**Run 1: metal 1**

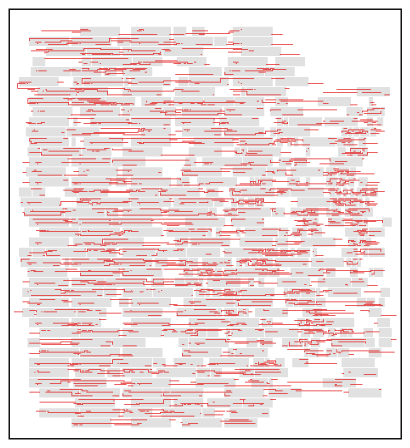
**Run 1: metal 2**

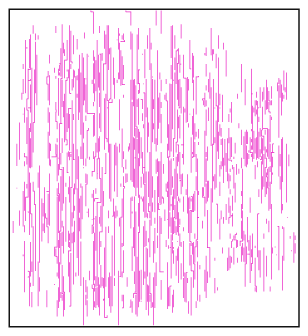
**Run 1: M3 wires**

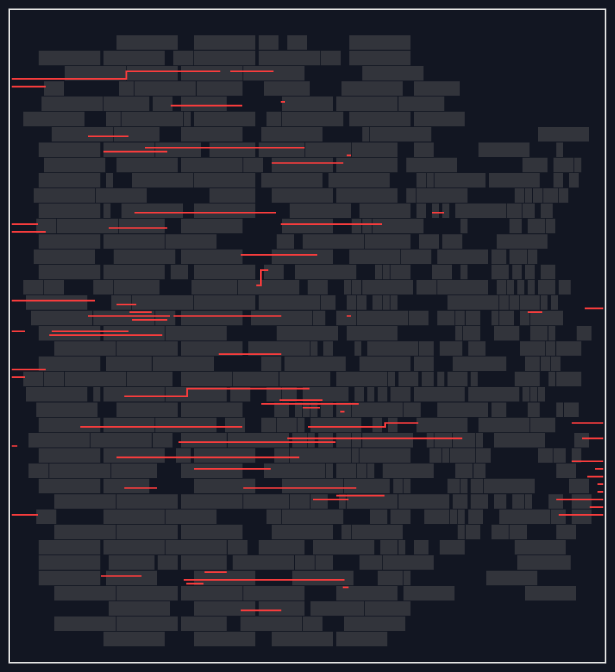
**Run 1: routing congestion**

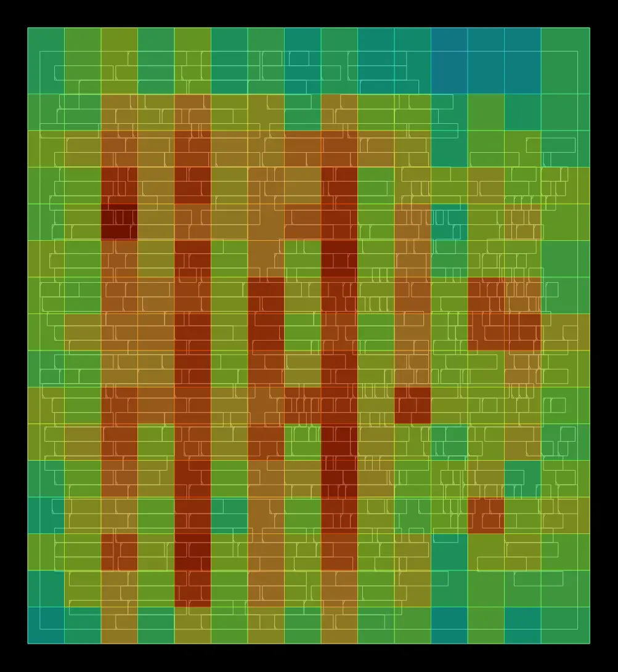
===== src/rtl/display_tx.sv =====
// Buffered serial output port: captures bus words on dsp_in_en into a FIFO and
// transmits each word as two 8N1 frames, low byte first.
module display_tx #(
  parameter int CLKS_PER_BIT = 16,
  parameter int FIFO_DEPTH   = 8
) (
  input  logic                          clk,
  input  logic                          rst,
  input  logic [15:0]                   in,
  input  logic                          dsp_in_en,
  output logic                          tx,
  output logic                          busy,
  output logic                          empty,
  output logic                          full,
  output logic [$clog2(FIFO_DEPTH):0]   count,
  output logic                          overflow
);

  localparam int AW = $clog2(FIFO_DEPTH);
  localparam int CW = (CLKS_PER_BIT > 1) ? $clog2(CLKS_PER_BIT) : 1;
  localparam logic [CW-1:0] LAST_CLK = CW'(CLKS_PER_BIT - 1);
  localparam logic [AW:0]   DEPTH_W  = (AW + 1)'(FIFO_DEPTH);

  typedef enum logic [1:0] {S_IDLE, S_START, S_DATA, S_STOP} state_t;

  logic [15:0]   r_mem [FIFO_DEPTH];
  logic [AW-1:0] r_wptr, r_rptr;
  logic [AW:0]   r_count, w_count_nxt;
  logic          r_empty, r_full, r_overflow;
  logic          w_push, w_pop;

  state_t        r_state, w_state_nxt;
  logic [CW-1:0] r_clk_cnt, w_clk_cnt_nxt;
  logic [2:0]    r_bit_idx, w_bit_idx_nxt;
  logic          r_byte_sel, w_byte_sel_nxt;
  logic [15:0]   r_word;
  logic [7:0]    w_byte;
  logic          r_tx, w_tx_nxt;

  // A push into an empty FIFO is not seen by the same-edge pop (r_empty is pre-edge).
  assign w_push = dsp_in_en & ~r_full;
  assign w_pop  = (r_state == S_IDLE) & ~r_empty;

  always_comb begin
    w_count_nxt = r_count;
    if (w_push && !w_pop)      w_count_nxt = r_count + (AW + 1)'(1);
    else if (!w_push && w_pop) w_count_nxt = r_count - (AW + 1)'(1);
  end

  always_ff @(posedge clk) begin
    if (w_push) r_mem[r_wptr] <= in;
  end

  always_ff @(posedge clk or negedge rst) begin
    if (!rst) begin
      r_wptr     <= '0;
      r_rptr     <= '0;
      r_count    <= '0;
      r_empty    <= 1'b1;
      r_full     <= 1'b0;
      r_overflow <= 1'b0;
      r_word     <= '0;
    end else begin
      if (w_push) r_wptr <= r_wptr + AW'(1);
      if (w_pop) begin
        r_rptr <= r_rptr + AW'(1);
        r_word <= r_mem[r_rptr];
      end
      if (dsp_in_en && r_full) r_overflow <= 1'b1;
      r_count <= w_count_nxt;
      r_empty <= (w_count_nxt == '0);
      r_full  <= (w_count_nxt == DEPTH_W);
    end
  end

  always_comb begin
    w_state_nxt    = r_state;
    w_clk_cnt_nxt  = r_clk_cnt;
    w_bit_idx_nxt  = r_bit_idx;
    w_byte_sel_nxt = r_byte_sel;
    w_tx_nxt       = 1'b1;
    case (r_state)
      S_IDLE: begin
        if (!r_empty) begin
          w_state_nxt    = S_START;
          w_clk_cnt_nxt  = '0;
          w_byte_sel_nxt = 1'b0;
        end
      end
      S_START: begin
        if (r_clk_cnt == LAST_CLK) begin
          w_state_nxt   = S_DATA;
          w_clk_cnt_nxt = '0;
          w_bit_idx_nxt = '0;
        end else begin
          w_clk_cnt_nxt = r_clk_cnt + CW'(1);
        end
      end
      S_DATA: begin
        if (r_clk_cnt == LAST_CLK) begin
          w_clk_cnt_nxt = '0;
          if (r_bit_idx == 3'd7) w_state_nxt = S_STOP;
          else                   w_bit_idx_nxt = r_bit_idx + 3'd1;
        end else begin
          w_clk_cnt_nxt = r_clk_cnt + CW'(1);
        end
      end
      S_STOP: begin
        if (r_clk_cnt == LAST_CLK) begin
          w_clk_cnt_nxt = '0;
          if (!r_byte_sel) begin
            w_byte_sel_nxt = 1'b1;
            w_state_nxt    = S_START;
          end else begin
            w_state_nxt = S_IDLE;
          end
        end else begin
          w_clk_cnt_nxt = r_clk_cnt + CW'(1);
        end
      end
      default: w_state_nxt = S_IDLE;
    endcase
    // tx is registered from the next-state view so the line changes on the same edge as the state.
    w_byte = w_byte_sel_nxt ? r_word[15:8] : r_word[7:0];
    case (w_state_nxt)
      S_START: w_tx_nxt = 1'b0;
      S_DATA:  w_tx_nxt = w_byte[w_bit_idx_nxt];
      default: w_tx_nxt = 1'b1;
    endcase
  end

  always_ff @(posedge clk or negedge rst) begin
    if (!rst) begin
      r_state    <= S_IDLE;
      r_clk_cnt  <= '0;
      r_bit_idx  <= '0;
      r_byte_sel <= 1'b0;
      r_tx       <= 1'b1;
    end else begin
      r_state    <= w_state_nxt;
      r_clk_cnt  <= w_clk_cnt_nxt;
      r_bit_idx  <= w_bit_idx_nxt;
      r_byte_sel <= w_byte_sel_nxt;
      r_tx       <= w_tx_nxt;
    end
  end

  assign tx       = r_tx;
  assign busy     = (r_state != S_IDLE);
  assign empty    = r_empty;
  assign full     = r_full;
  assign count    = r_count;
  assign overflow = r_overflow;

endmodule


===== config.mk =====
export PLATFORM = sky130hd
export DESIGN_NAME = display_tx
export DESIGN_NICKNAME = d
export VERILOG_FILES = /design/src/rtl/display_tx.sv
export SDC_FILE = /design/constraint.sdc
export NUM_CORES = 1
export LEC_CHECK = 0
export ABC_CLOCK_PERIOD_IN_PS = 3710
export CAP_MARGIN = 20
export CORE_ASPECT_RATIO = 1.1
export CORE_MARGIN = 2
export CORE_UTILIZATION = 60
export DETAILED_ROUTE_END_ITERATION = 16
export PLACE_DENSITY = 0.82
export SLEW_MARGIN = 20
export SYNTH_ARGS = -nofsm -noshare
export SYNTH_HDL_FRONTEND = slang
export SYNTH_SLANG_ARGS = --single-unit

===== constraint.sdc =====
create_clock -name clk -period 3.71 [get_ports clk]
set_input_delay 0.9275 -clock clk [delete_from_list [all_inputs] [get_ports clk]]
set_output_delay 0.9275 -clock clk [all_outputs]
set_load 0.1 [all_outputs]

==> notes.md, run 1 <==
Reports from this run.

- The run finished with clean final reports.
- The path class of the lowest-slack min-delay path is reg -> reg.
- The CTS report gives the tree buffer count as 17.
- The placed cell area reads 7300 µm².
- The gate count after technology mapping is 393.
- Hold is met by 0.455 ns.
- The H-tree depth is 4.
- The netlist area before placement reads 6840 µm².
- The slowest stage of the critical path is the clkdlybuf4s50_1 cell.
- The overall power reads 6480 µW.
- The kind of start point of the critical path reads a flop.
- The switching component of the power reads 2190 µW.
- The register name with the most flops is r_mem.
- Entering global routing, the biggest net connects 41 pins.
- The number of warnings reported in the yosys synthesis log is 0.
- The highest net fanout along the worst path reads 4.
- The growth of design area from synthesis to finish reads 15.1%.
- The final antenna diode count is 0.
- The global placement routability congestion reads 0.804.
- The number of buffers inserted to repair setup after CTS reads 0.
- The most common cell after layout, fill and taps aside is edfxtp_1.
- The met1 layer wirelength in the final routing is 5000 µm.
- The arrival time reported for the critical path endpoint is 1.98 ns.
- The initial DRC count reads 312.
- The setup path with the least slack is of type reg -> out.
- The count of final max-slew check failures reads 0.
- For reference, the top cells by area after synthesis are edfxtp_1, dfrtp_1, mux4_2, mux2i_1, ha_1.
- The number of antenna-violating nets in the routed design is 0.
- The worst path meets setup with 0.798 ns of slack.
- The kind of end point of the critical path is a primary output.
- CTS reports a maximum clock tree buffer depth of 2.
- The async set or reset register ratio after synthesis is 23.8%.
- The final net count reads 465.
- The starting density of the core is 62.1%.
- The number of antenna violations at the first check in global routing was 0.
- The top logic cell family in the synthesized netlist reads multiplexers.
- The chip area estimate from yosys synthesis reads 6840 µm².
- The number of resized instances in the post-cts repair step is 0.
- The share of cells above drive strength 1 is 20.3%.
- The final period demand of the worst path reads 2.91 ns.
- The via density per instance is 5.95.
- Hold repair after CTS inserted 0 buffers.
- The core region is 11000 µm².
- Clock-pin slew was measured on the worst setup and hold paths at 0.06 ns.
- 28 I/O pins were placed.
- Of the total synthesized cell area, the portion taken by AND, OR, NAND and NOR gates is 4.61%.
- The pin slew with the least headroom to its limit is 1.09 ns.
- The skew report gives the latency at the later pin of the worst-skew pair as 0.42 ns.
- The worst slew margin relative to its limit is 27.6%.
- The total global routing overflow reads 0.
- The detailed-router iteration count before antenna repair is 4.
- The cell count listed in synth_stat.txt is 393.
- The final non-filler cell area is 7870 µm².
- The worst-case IR drop observed on VDD is 844 µV.
- The report lists the cells along the critical path as clkdlybuf4s50_1.
- The family of cells with the greatest summed delay on the critical path reads buffers and inverters.
- The uppermost signal routing layer after detailed routing reads met4.
- The met3 wirelength from detailed routing reads 669 µm.
- The sequential cell fraction of total power is 42.7%.
- The final number of setup-violating endpoints is 0.
- The sequential-to-total area share from yosys stat is 70.9%.
- The power density relative to cell area is 823 nW/µm².
- Per the cell usage report, the commonest logic cells after layout are edfxtp_1, dfrtp_1, mux4_2, nand2_1, mux2i_1.
- The cell type with the largest total area reads edfxtp_1.
- The clock tree has to reach 168 sinks.
- The via count of the first global-routing pass is 3649.
- The post-synth tally of flip-flops with integrated enable is 128.
- The switching portion of total power reads 33.8%.
- The worst reg-to-reg setup slack reads 1.10 ns.
About 'metal 1':
429 nets have wire on it. The longest straight run is 44.2 µm. The wires run mostly horizontal.
routed via count: 3538
met1 global-route usage: 27.9%

About 'metal 2':
The layer carries 6850 µm of wire. The layer holds 54% of the routed length. The wires run mostly vertical.
global-route track usage on met2: 40.2%
total wire length: 12700 µm

About 'M3 wires':
50 nets have wire on it. The longest straight run is 32.2 µm. The layer holds 5.3% of the routed length.
GR Layer Usage met3: 4.84%

About 'routing congestion':
global route hottest layer: met2
gr usage total: 22.8%
share of the core filled with cells: 71.5%
mean routed wirelength per cell: 21.3 µm

-- run 1: synth_stat cells (all sizes together) (2+ instances only) --
cell type and number:
a211o 2, a21o 3, a21oi 6, a32oi 3
and2 2, buf 7, clkbuf 13, dfrtp 38
dfstp 2, edfxtp 128, ha 11, inv 12
mux2 3, mux2i 25, mux4 32, nand2 27
nand2b 5, nand3 4, nor2 13, nor2b 3
nor3 3, nor3b 2, nor4 2, o21ai 23
o31ai 2, xnor2 5, xor2 2
-- run 1: area by class of cell --
cell class	instances	area [µm²]	share of cell area [%]
Clock inverter	13	131	1.67
Multi-Input combinational cell	193	1850	23.6
Inverter	12	45.0	0.573
Tap cell	147	184	2.34
Sequential cell	168	4850	61.6
Clock buffer	19	433	5.50
Timing Repair Buffer	43	373	4.74
-- run 1: power groups by stage --
stage	Combinational, µW	Clock [µW]	Sequential (µW)
after floorplan	1380	0	2880
after global placement	1990	0	2760
after detailed placement	2030	0	2800
after CTS	2070	1690	2770
after global routing	2230	1770	2810
final	2050	1660	2760
-- run 1: worst paths after layout --
| check | from | end | cells after the start |
|---|---|---|---|
| worst min register to register | overflow$_DFFE_PN0P_ | overflow$_DFFE_PN0P_ | 1 |
| min in group asynchronous | rst | r_wptr[1]$_DFFE_PN0P_ | 1 |
| max in group asynchronous | rst | r_rptr[0]$_DFFE_PN0P_ | 1 |
| worst max-delay path | count[2]$_DFF_PN0_ | count[2] | 1 |
| worst min-delay path | overflow$_DFFE_PN0P_ | overflow$_DFFE_PN0P_ | 1 |
| worst max register to register | r_state[0]$_DFF_PN0_ | tx$_DFF_PN1_ | 8 |
-- run 1: through the flow --
stage	std cells	utilization (%)
5_1_grt	595	71.5
3_5_place_dp	563	66.3
4_1_cts	595	71.5
2_1_floorplan	393	-
3_3_place_gp	563	66.3
6_report	595	71.5
==> run 1 -> run 2 <==
ABC_CLOCK_PERIOD_IN_PS = 2350   (was 3710)
CORE_UTILIZATION = 54   (was 60)
PLACE_DENSITY = 0.78   (was 0.82)
clock period = 2.35 ns   (was 3.71 ns; I/O delays follow)
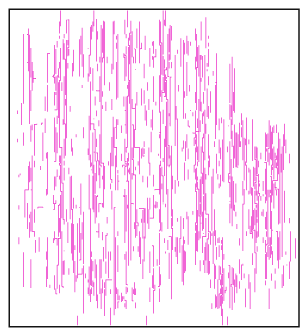
**Above:** run 2 (metal 2).
The layer carries 5910 µm of wire. The longest straight run is 87.0 µm. The layer holds 50% of the routed length. 410 nets have wire on it. The wires run mostly vertical.
total wire length: 11800 µm
global-route track usage on met2: 30.2%
routed via count: 3502

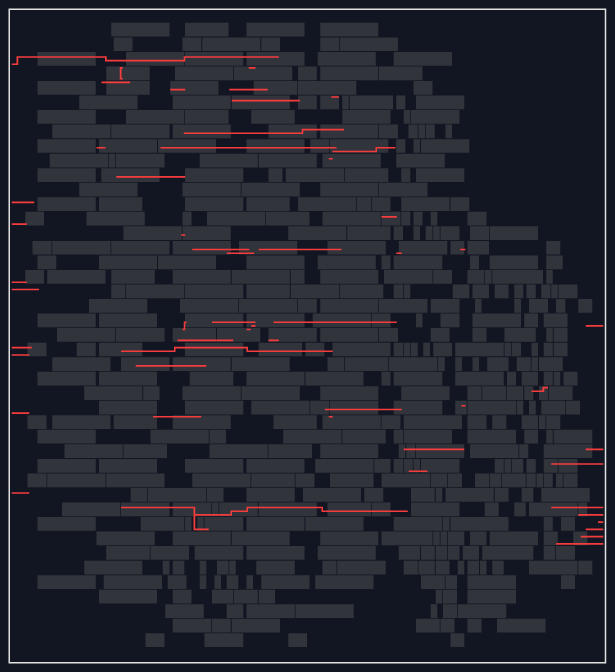
**Above:** run 2 (M3 wires).
The layer carries 481 µm of wire. 42 nets have wire on it. The layer holds 4.1% of the routed length. The wires run mostly horizontal. The longest straight run is 32.7 µm.
GR Layer Usage met3: 5.07%

==> notes.md, run 2 <==
Reports from this run.

- The chip area estimate from yosys synthesis was 6840 µm² (unchanged).
- The initial DRC count reads 285 (-8.7%).
- The worst setup path is launched from a flop.
- The clock-pin slew on the worst setup and hold paths came to 0.06 ns (about the same).
- The async set or reset register ratio after synthesis is 23.8% (unchanged).
- The largest net degree at the start of global routing was 36 (-12%).
- The arrival time reported for the critical path endpoint reads 2.56 ns (+0.58 ns).
- The top-level port count came to 28 (unchanged).
- The inverter count reads 12 (unchanged).
- The count of clock buffers in the final design is 18 (-1).
- The worst supply voltage drop on vdd is 1060 µV (+25%).
- The non-clock buffer total of the final layout is 50 (+16%).
- The switching portion of total power is 33.1% (-0.67 points).
- The library cell used most frequently in the layout, excluding fill and tap cells, is edfxtp_1.
- The growth of design area from synthesis to finish reads 18.2%.
- The number of antenna-violating nets in the routed design reads 0 (unchanged).
- The number of hold buffers added after CTS is 0 (unchanged).
- The starting density of the core came to 54.8% (-7.3 points).
- The logic share of the area reads 23.1% (-0.44 points).
- The final-layout worst hold slack is 0.0290 ns (-0.426 ns).
- The number of antenna violations at the first check in global routing is 0 (unchanged).
- The final net count is 472 (+1.5%).
- The logic area reads 1870 µm² (+0.81%).
- The global placement routability congestion is 0.828 (+2.9%).
- The number of sequential cells in the layout reads 168 (unchanged).
- The utilization after layout is 64.7% (-6.7 points).
- The kind of end point of the critical path reads a flop.
- The power density relative to cell area is 1280 nW/µm² (+56%).
- The area of the placeable core reads 12500 µm² (+13%).
- The uppermost signal routing layer after detailed routing reads met4.
- The flow ran to the end, and the final reports show no timing, DRC or antenna violations.
- The switching component of the power was 3430 µW (+57%).
- Among all cell types in the netlist, the one instantiated most often is edfxtp_1.
- The cell type with the largest total area is edfxtp_1.
- The flip-flop and latch area was 4850 µm² (unchanged).
- The share of cells above drive strength 1 reads 23.7% (+3.4 points).
- For reference, the top cells by area after synthesis are edfxtp_1, dfrtp_1, mux4_2, mux2i_1, ha_1.
- The cell type taking the most area reads registers.
- The detailed-router iteration count before antenna repair reads 5 (+1).
- The netlist area before placement came to 6840 µm² (unchanged).
- The non-filler instance count after layout is 612 (+2.9%).
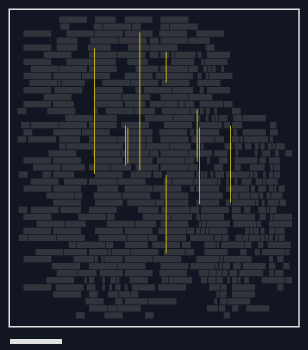
**Above:** run 2 (M4 wires).
The bar under the picture is 20 µm long.
8 nets have wire on it. The longest straight run is 53.0 µm. The layer carries 250 µm of wire.

[run 2: cell counts after synthesis]
Identical to the previous run, type by type.
[run 2: critical path: cells and delay by family, from the launching register on]
| kind | cells | cell delay, ns |
|---|---|---|
| AND-OR/OR-AND | 4 | 1.11 |
| flip-flops | 1 | 0.39 |
| buffers and inverters | 2 | 0.32 |
| adder cells (fa/ha/maj) | 1 | 0.24 |
| multiplexers | 1 | 0.07 |
[run 2: timing repair]
item / CTS / global route
setup endpoints to repair: 0 / 1
setup buffers: 0 / 1
hold endpoints to repair: 0 / 0
gates resized: 0 / 6
[run 2: power by group through the flow]
stage | clock, µW | sequential, µW | combinational [µW]
after floorplan | 0 | 4540 | 2190
after global placement | 0 | 4180 | 3420
after detailed placement | 0 | 4210 | 3510
after CTS | 2730 | 4160 | 3530
after global routing | 2850 | 4210 | 3890
final | 2670 | 4160 | 3550
[run 2: worst paths after layout]
path,to,slack [ns],cells after the start
setup / recovery,tx$_DFF_PN1_,0.13,8
hold / removal,r_bit_idx[2]$_DFF_PN0_,0.03,1
setup reg to reg,tx$_DFF_PN1_,0.13,8
hold reg to reg,overflow$_DFFE_PN0P_,0.46,1
max in group asynchronous,r_rptr[0]$_DFFE_PN0P_,1.79,2
min in group clk,overflow$_DFFE_PN0P_,0.46,1
[run 2: cells by family (layout without fill, tap and decap cells)]
logic type / count (synthesis) / in the layout / synth area share (%)
mux: 60 / 60 / 14.8
simple gates: 66 / 66 / 4.61
compound gates: 49 / 49 / 4.69
fa+ha+maj: 11 / 11 / 2.01
flops: 168 / 168 / 70.9
buf+inv: 32 / 94 / 2.14
xor+xnor: 7 / 7 / 0.897
[run 2: routing by layer]
metal,vias up,GRT usage [%]
met5,-,0
met4,0,7.56
met3,22,5.07
met2,78,30.2
met1,1774,24.1
li1,1628,-
**Run 2: routing congestion**

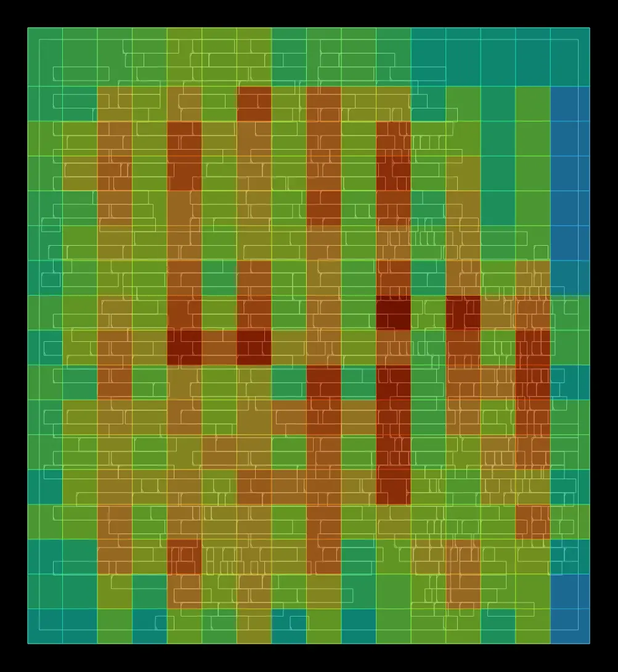

==> run 2 -> run 3 <==
ABC_CLOCK_PERIOD_IN_PS = 2700   (was 2350)
CORE_UTILIZATION = 60   (was 54)
PLACE_DENSITY = 0.82   (was 0.78)
clock period = 2.7 ns   (was 2.35 ns; I/O delays follow)
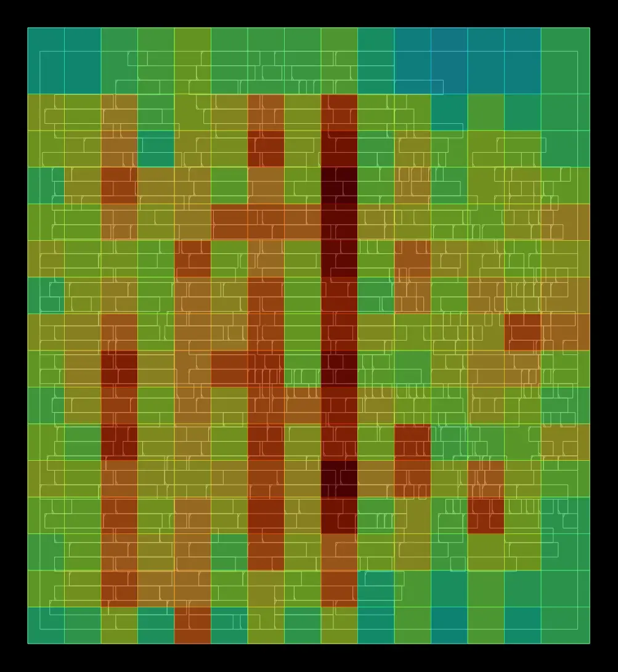
**Above:** run 3 (routing congestion).
met1 global-route usage: 27.8%
share of the core filled with cells: 71.6%
global-route track usage on met2: 38.9%

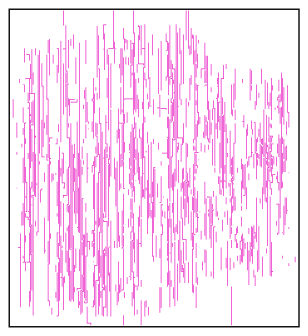
**Above:** run 3 (metal 2).
414 nets have wire on it. The longest straight run is 69.7 µm.
total wire length: 12400 µm
routed via count: 3500

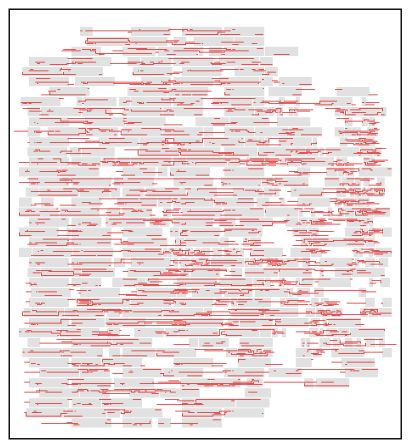
**Above:** run 3 (metal 1).
436 nets have wire on it. The wires run mostly horizontal. The layer holds 40% of the routed length. The layer carries 5020 µm of wire. The longest straight run is 46.5 µm.

==> notes.md, run 3 <==
Reports from this run.

- The share of cells above drive strength 1 reads 22.6% (-1.2 points).
- The most frequent cell after synthesis reads edfxtp_1.
- The max-cap check violation count is 0.
- The per-cell routed wire length reads 20.8 µm.
- The busiest metal layer after global routing reads met2.
- The overall die height reads 116 µm.
- The number of clock buffers inserted by TritonCTS reads 17.
- The buffer-and-inverter tally for the worst setup path reads 2 (unchanged).
- The number of antenna violations at the first check in global routing is 0 (unchanged).
- The count of final max-slew check failures reads 0.
- By area the synthesized netlist is led by edfxtp_1, dfrtp_1, mux4_2, mux2i_1, ha_1.
- The final-layout worst hold slack is 0.374 ns (+0.345 ns).
- The area of the placeable core came to 11000 µm² (-12%).
- Total power for the finished layout comes to 8860 µW.
- The maximum clock path buffer count is 2.
- The gate count after technology mapping is 393.
- The most common cell after layout, fill and taps aside reads edfxtp_1.
- The cell depth of the worst flop-to-flop path is 9 (+1).
- The register bit total from synthesis reads 168.
- The non-filler instance count after layout came to 599 (-2.1%).
- The full die area is 12300 µm².
- The arrival time reported for the critical path endpoint was 2.70 ns (+0.14 ns).
- The family of cells with the greatest summed delay on the critical path reads AND-OR/OR-AND gates.
- The detailed-router iteration count before antenna repair reads 4 (-1).
- The cell count after placement is 567.
- The global-route track usage on met3 is 5.46% (+0.38 points).
- The pin slew with the least headroom to its limit is 0.880 ns.
- The worst reg-to-reg setup slack is 0.32 ns (+0.19 ns).
- The number of warnings reported in the yosys synthesis log is 0.
- Per the detail_route report, DRC violations left total 0.
- The via count of the first global-routing pass came to 3725.
- The clock-pin slew on the worst setup and hold paths came to 0.06 ns (about the same).
- The share of the cycle needed by the critical path after routing reads 88.0%.
- In this run the layout overhead on the synthesized area is reported as 15.4%.
- The worst setup path is launched from a flop.
- The flow ran to the end, and the final reports show no timing, DRC or antenna violations.
- In the Yosys report, the sequential cells make up 70.9% of the chip area.
- The final antenna diode count is 0.
- The netlist area before placement was 6840 µm² (unchanged).
- The largest net degree at the start of global routing reads 41 (+14%).
- The starting density of the core reads 62.1% (+7.3 points).
- The number of buffers inserted to repair setup after CTS is 0 (unchanged).
- The final net count reads 469 (-0.64%).
- The top-level port count is 28 (unchanged).
- The sum of net half-perimeters after detailed placement reads 7990 µm.
- The TritonCTS clock tree reads built.
- The script logs the ratio of routed vias to standard cells as 5.84.
- The worst slew margin relative to its limit is 41.4%.
- The worst setup path is captured at a flop.
- The cell depth of the worst setup path is 9 (+1).
- The worst supply voltage drop on vdd is 675 µV (-36%).
- The timing endpoint of the critical path is tx$_DFF_PN1_.
- The area share of the largest cell type after synthesis reads 56.2%.
- The number of antenna-violating nets in the routed design reads 0 (unchanged).
- In this run the worst setup path begins at r_state[0]$_DFF_PN0_.
- The number of flip-flops under the largest register name reads 128.
- Listed in order, past its start point the critical path passes inv_1 -> ha_1 -> a211o_1 -> a32oi_2 -> buf_4 -> mux2i_1 -> mux2i_1 -> a311oi_1 -> a32oi_1.
- The power density relative to cell area is 1120 nW/µm² (-13%).
- The wire length of the first global-routing pass reads 19900 µm.
- The tool warning count for the run is 31.
- The global placement routability congestion is 0.832 (+0.42%).
- The number of nets produced by synthesis reads 423.
- Per the timing report, the most critical flop-to-flop path finishes at tx$_DFF_PN1_.
- The total global routing overflow reads 0.
- The maximum frequency from static timing analysis is 421 MHz.
- The logic area reads 1850 µm² (-0.80%).
- The flip-flop and latch area reads 4850 µm² (unchanged).
- The met1 layer wirelength in the final routing reads 5020 µm.
- The number of resized instances in the post-cts repair step is 0 (unchanged).
- The number of hold buffers added after CTS reads 0 (unchanged).
- The async set or reset register ratio after synthesis reads 23.8% (unchanged).
- The H-tree depth is 4.
- The die is 106 µm wide.
- Routed signal wires occupy layers up through met4.
- The chip area estimate from yosys synthesis came to 6840 µm² (unchanged).
- The distinct cell type count of the synthesized netlist reads 47.
- The cell type with the largest total area is edfxtp_1.
- The leakage power in the latest report is 0.00293 µW.
- In the layout the commonest cells are edfxtp_1, dfrtp_1, mux4_2, buf_4, nand2_1.
- The initial DRC count reads 334 (+17%).
- In the detailed route, the total length drawn on met2 is 6720 µm.
- The tree is rooted in a clkbuf_16.
## run 3: worst min path at each step
stage / startpoint / to / slack [ns] / cells after the start
6_report: rst / count[0]$_DFF_PN0_ / 0.37 / 1
5_1_grt: rst / count[0]$_DFF_PN0_ / 0.43 / 1
4_1_cts: rst / count[0]$_DFF_PN0_ / 0.40 / 1
3_5_place_dp: r_word[8]$_DFFE_PN0P_ / r_word[8]$_DFFE_PN0P_ / 0.47 / 2
3_3_place_gp: overflow$_DFFE_PN0P_ / overflow$_DFFE_PN0P_ / 0.44 / 1
2_1_floorplan: rst / count[0]$_DFF_PN0_ / 0.38 / 0
## run 3: through the flow
| step | setup WS [ns] | instance area [µm²] |
|---|---|---|
| after floorplan | 0.238 | 6850 |
| after global placement | 0.279 | 7340 |
| after detailed placement | 0.257 | 7340 |
| after CTS | 0.332 | 7890 |
| after global routing | 0.202 | 7890 |
| final | 0.323 | 7890 |
## run 3: cell families after synthesis
logic type	share of synthesized area [%]
AND/OR/NAND/NOR	4.61
AND-OR/OR-AND	4.69
flip-flops	70.9
buffers and inverters	2.14
adder cells (fa/ha/maj)	2.01
XOR/XNOR	0.897
multiplexers	14.8
## run 3: cell type report
type,instances,share of cell area (%)
multi-input combinational,193,23.5
clock inverter,15,1.59
clock buffer,17,5.39
sequential,168,61.5
tap,147,2.33
inverter,12,0.571
timing repair buffer,47,5.14
## run 3: power breakdown
part	leakage (µW)	switching, µW	internal, µW
sequential	0.00165	394	3350
combinational	0.00101	1700	1220
clock	0.000264	1000	1190
Power is estimated from default activity; no workload was simulated.
